`src/rtl/multi_channel_up_down_counter_pkg.sv`:
```
// Shared constants and helpers for the multi-channel up/down counter.
// Latency: n/a (package only).
// Backpressure: n/a (package only).
package multi_channel_up_down_counter_pkg;

  localparam logic MODE_WRAP = 1'b0;
  localparam logic MODE_SAT  = 1'b1;
  localparam logic DIR_UP    = 1'b0;
  localparam logic DIR_DOWN  = 1'b1;

  // All-ones value of a w-bit count; callers truncate to their own width.
  function automatic logic [63:0] max_val(input int unsigned w);
    if (w >= 64) begin
      return '1;
    end
    return (64'd1 << w) - 64'd1;
  endfunction

endpackage

```
`src/rtl/multi_channel_up_down_counter_ch.sv`:
```
// Single counter lane: accumulator with wrap/saturate clamp, overflow pulse and sticky threshold hit.
// Latency: 1 cycle from sampled inputs to registered count/ovf/hit.
// Backpressure: none; every edge applies clr > load > en > hold.
module up_down_counter_ch
  import multi_channel_up_down_counter_pkg::*;
#(
  parameter int WIDTH  = 8,
  parameter int STEP_W = 8
) (
  input  logic              clk,
  input  logic              reset,
  input  logic              sat_mode,
  input  logic              en,
  input  logic              up_down,
  input  logic [STEP_W-1:0] add_val,
  input  logic              clr,
  input  logic              load,
  input  logic [WIDTH-1:0]  load_val,
  input  logic [WIDTH-1:0]  threshold,
  output logic [WIDTH-1:0]  count,
  output logic              ovf,
  output logic              hit
);

  localparam logic [WIDTH-1:0] CNT_MAX = WIDTH'(max_val(WIDTH));

  logic [WIDTH-1:0] count_q, count_d;
  logic             ovf_q, ovf_d;
  logic             hit_q, hit_d;
  logic [WIDTH:0]   sum;

  // One extra bit holds the carry (add) or borrow (subtract) out of the count width.
  always_comb begin
    if (up_down == DIR_DOWN) begin
      sum = {1'b0, count_q} - (WIDTH+1)'(add_val);
    end else begin
      sum = {1'b0, count_q} + (WIDTH+1)'(add_val);
    end
  end

  // Next-state selection: clear beats load beats accumulate beats hold.
  always_comb begin
    count_d = count_q;
    ovf_d   = 1'b0;
    hit_d   = hit_q;
    if (clr) begin
      count_d = '0;
      hit_d   = 1'b0;
    end else if (load) begin
      count_d = load_val;
      hit_d   = hit_q | (load_val == threshold);
    end else if (en) begin
      if (sum[WIDTH]) begin
        ovf_d = 1'b1;
        if (sat_mode == MODE_SAT) begin
          count_d = (up_down == DIR_DOWN) ? '0 : CNT_MAX;
        end else begin
          count_d = sum[WIDTH-1:0];
        end
      end else begin
        count_d = sum[WIDTH-1:0];
      end
      hit_d = hit_q | (count_d == threshold);
    end
  end

  // State registers with synchronous reset that discards any pending update.
  always_ff @(posedge clk) begin
    if (reset) begin
      count_q <= '0;
      ovf_q   <= 1'b0;
      hit_q   <= 1'b0;
    end else begin
      count_q <= count_d;
      ovf_q   <= ovf_d;
      hit_q   <= hit_d;
    end
  end

  assign count = count_q;
  assign ovf   = ovf_q;
  assign hit   = hit_q;

endmodule

```
`src/rtl/multi_channel_up_down_counter.sv`:
```
// N independent up/down accumulating counters sharing mode, load value and threshold.
// Latency: 1 cycle; all outputs registered inside the lanes.
// Backpressure: none; inputs are consumed every clock edge.
module multi_channel_up_down_counter
  import multi_channel_up_down_counter_pkg::*;
#(
  parameter int WIDTH    = 8,
  parameter int STEP_W   = 8,
  parameter int CHANNELS = 4
) (
  input  logic                       clk,
  input  logic                       reset,
  input  logic                       satMode,
  input  logic [CHANNELS-1:0]        en,
  input  logic [CHANNELS-1:0]        upDown,
  input  logic [CHANNELS*STEP_W-1:0] addVal,
  input  logic [CHANNELS-1:0]        clr,
  input  logic [CHANNELS-1:0]        load,
  input  logic [WIDTH-1:0]           loadVal,
  input  logic [WIDTH-1:0]           threshold,
  output logic [CHANNELS*WIDTH-1:0]  count,
  output logic [CHANNELS-1:0]        ovf,
  output logic [CHANNELS-1:0]        hit
);

  // One lane per channel; the top only slices the packed buses.
  for (genvar i = 0; i < CHANNELS; i++) begin : g_ch
    up_down_counter_ch #(
      .WIDTH  (WIDTH),
      .STEP_W (STEP_W)
    ) u_ch (
      .clk       (clk),
      .reset     (reset),
      .sat_mode  (satMode),
      .en        (en[i]),
      .up_down   (upDown[i]),
      .add_val   (addVal[i*STEP_W +: STEP_W]),
      .clr       (clr[i]),
      .load      (load[i]),
      .load_val  (loadVal),
      .threshold (threshold),
      .count     (count[i*WIDTH +: WIDTH]),
      .ovf       (ovf[i]),
      .hit       (hit[i])
    );
  end

endmodule

```
`config.mk`:
```
export PLATFORM = sky130hd
export DESIGN_NAME = multi_channel_up_down_counter
export DESIGN_NICKNAME = d
export VERILOG_FILES = /design/src/rtl/multi_channel_up_down_counter_pkg.sv /design/src/rtl/multi_channel_up_down_counter_ch.sv /design/src/rtl/multi_channel_up_down_counter.sv
export SDC_FILE = /design/constraint.sdc
export NUM_CORES = 1
export LEC_CHECK = 0
export CAP_MARGIN = 20
export CELL_PAD_IN_SITES_DETAIL_PLACEMENT = 0
export CELL_PAD_IN_SITES_GLOBAL_PLACEMENT = 1
export CORE_UTILIZATION = 41
export DETAILED_ROUTE_END_ITERATION = 6
export PLACE_DENSITY = 0.94
export SLEW_MARGIN = 20
export SYNTH_ARGS = -nofsm -noshare
export SYNTH_HDL_FRONTEND = slang
export SYNTH_SLANG_ARGS = --single-unit
```
`constraint.sdc`:
```
create_clock -name clk -period 5.5 [get_ports clk]
set_clock_uncertainty 0.05 [all_clocks]
set_input_delay 0.55 -clock clk [delete_from_list [all_inputs] [get_ports clk]]
set_output_delay 0.55 -clock clk [all_outputs]
set_load 0.02 [all_outputs]
```
Fig. 1: clock routing
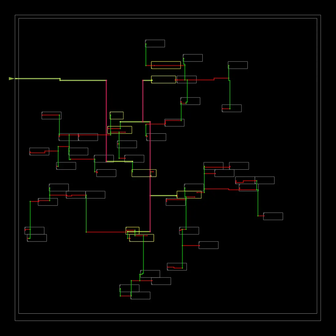
clock sink count: 40
clock buffers: 7
CTS buffer count: 5
number of sequential cells: 40
P_clk: 0.367 mW

Fig. 2: sizing map
Bar = 20 um.
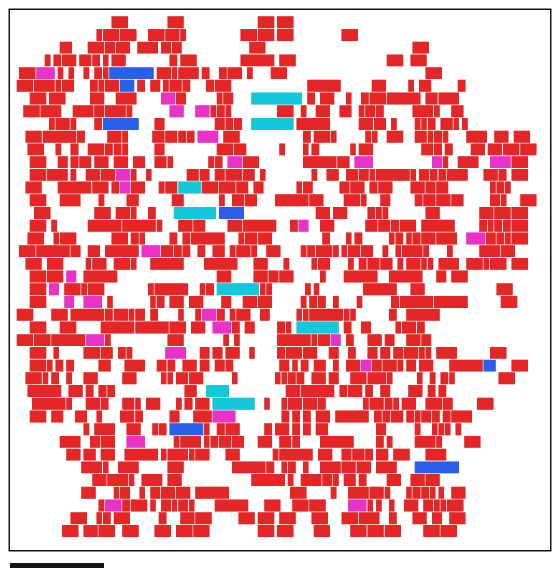
legend:
  x1 and smaller:
    color: red
    cells: 750
  x3 and x4:
    color: blue
    cells: 7
  x6 and larger:
    color: cyan
    cells: 8
  x2:
    color: magenta
    cells: 28

Fig. 3: register map, names as in the netlist
Bar = 20 um. Other sequential cells in the stronger gray, the rest of the logic in the fainter gray.
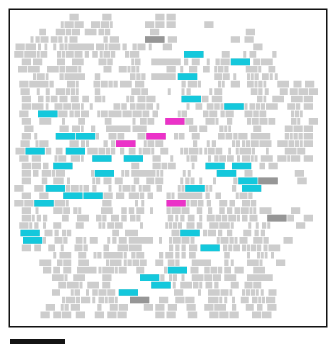
legend:
  g_ch.u_ch.count:
    color: cyan
    flops: 32
  g_ch.u_ch.hit:
    color: magenta
    flops: 4
    where: center

Fig. 4: placement by cell class
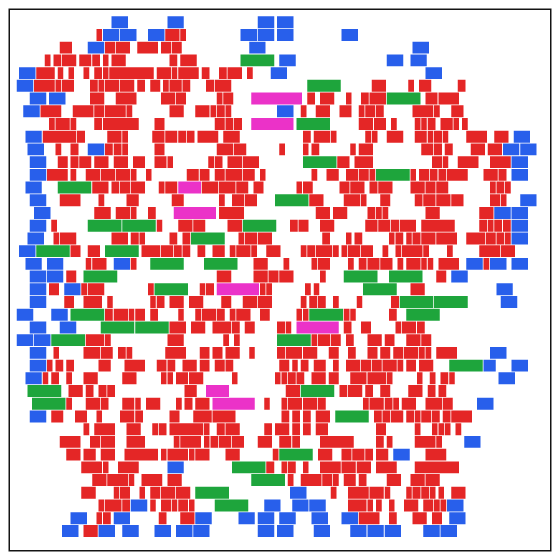
legend:
  remaining logic cells:
    color: red
    cells: 638
  remaining buffers and delay cells:
    color: blue
    cells: 107
  clock drivers and dummy loads:
    color: magenta
    cells: 8
  sequential cells:
    color: green
    cells: 40
Finished Cell Area: 6550 um^2
Seq/total area: 12.2%
core area: 12600 um^2

area by class of cell:
class	instances	area (um^2)
clock inverter	1	30.0
inverter	41	154
fill	1227	6020
timing repair buffer	107	1070
multi-input combinational	597	4130
tap	172	215
clock buffer	7	153
sequential	40	801
power by group through the flow:
stage	logic, mW	clock network (mW)	registers, mW
CTS	0.657	0.367	0.316
floorplan	0.451	0	0.333
finish	0.662	0.367	0.316
global route	0.726	0.380	0.317
global placement	0.642	0	0.322
detailed placement	0.653	0	0.322
worst max-delay path, stage by stage:
cell	delay, ns
clkdlybuf4s50_1	0.47
or4_1	0.52
nor2_1	0.13
nor2_1	0.07
xnor2_1	0.15
ha_1	0.34
and2_4	0.20
a221oi_4	0.31
a21oi_2	0.16
o31ai_2	0.40
or2_1	0.30
mux2_4	0.33
a211o_1	0.29
a21boi_1	0.13
==> impl_metrics.ini <==
; physical design summary
[placed_design]
io_buffers = 106
dp_cells = 957
dp_slack_ns = 1.04

[logic_synthesis]
ys_async_sr_fraction_pct = 0
synth_flops = 40
simple_gate_share_pct = 22.2
yosys_area_um2 = 5280
top_cell = nor2_1
synthAoiAreaFrac_pct = 30.7

[drt]
wl_met1_mm = 7.38
vias_per_cell = 5.85

[global_route]
grt_max_degree = 24
grt_antenna_before_repair = 0

[floorplanning]
dieArea_um2 = 13300

[timing]
holdWs_ns = 0.546
setup_viol = 0
setup_ws_ns = 1.31
period_used_pct = 76.2

[flow_run]
cap_viol_max_count = 0

[layout]
instances_no_fill = 965

[worst_hold_path]
hp-class = flop to flop

[cts]
root_buffer = clkbuf_16
cts_tree = built

[setup_path]
worstSetupStartpoint = addVal[18]
r2r_cells = 11

[pwr]
clkPwrFrac_pct = 27.3

[status]
status = completed
No activity file was given, so power comes from the tool's default toggle rates.
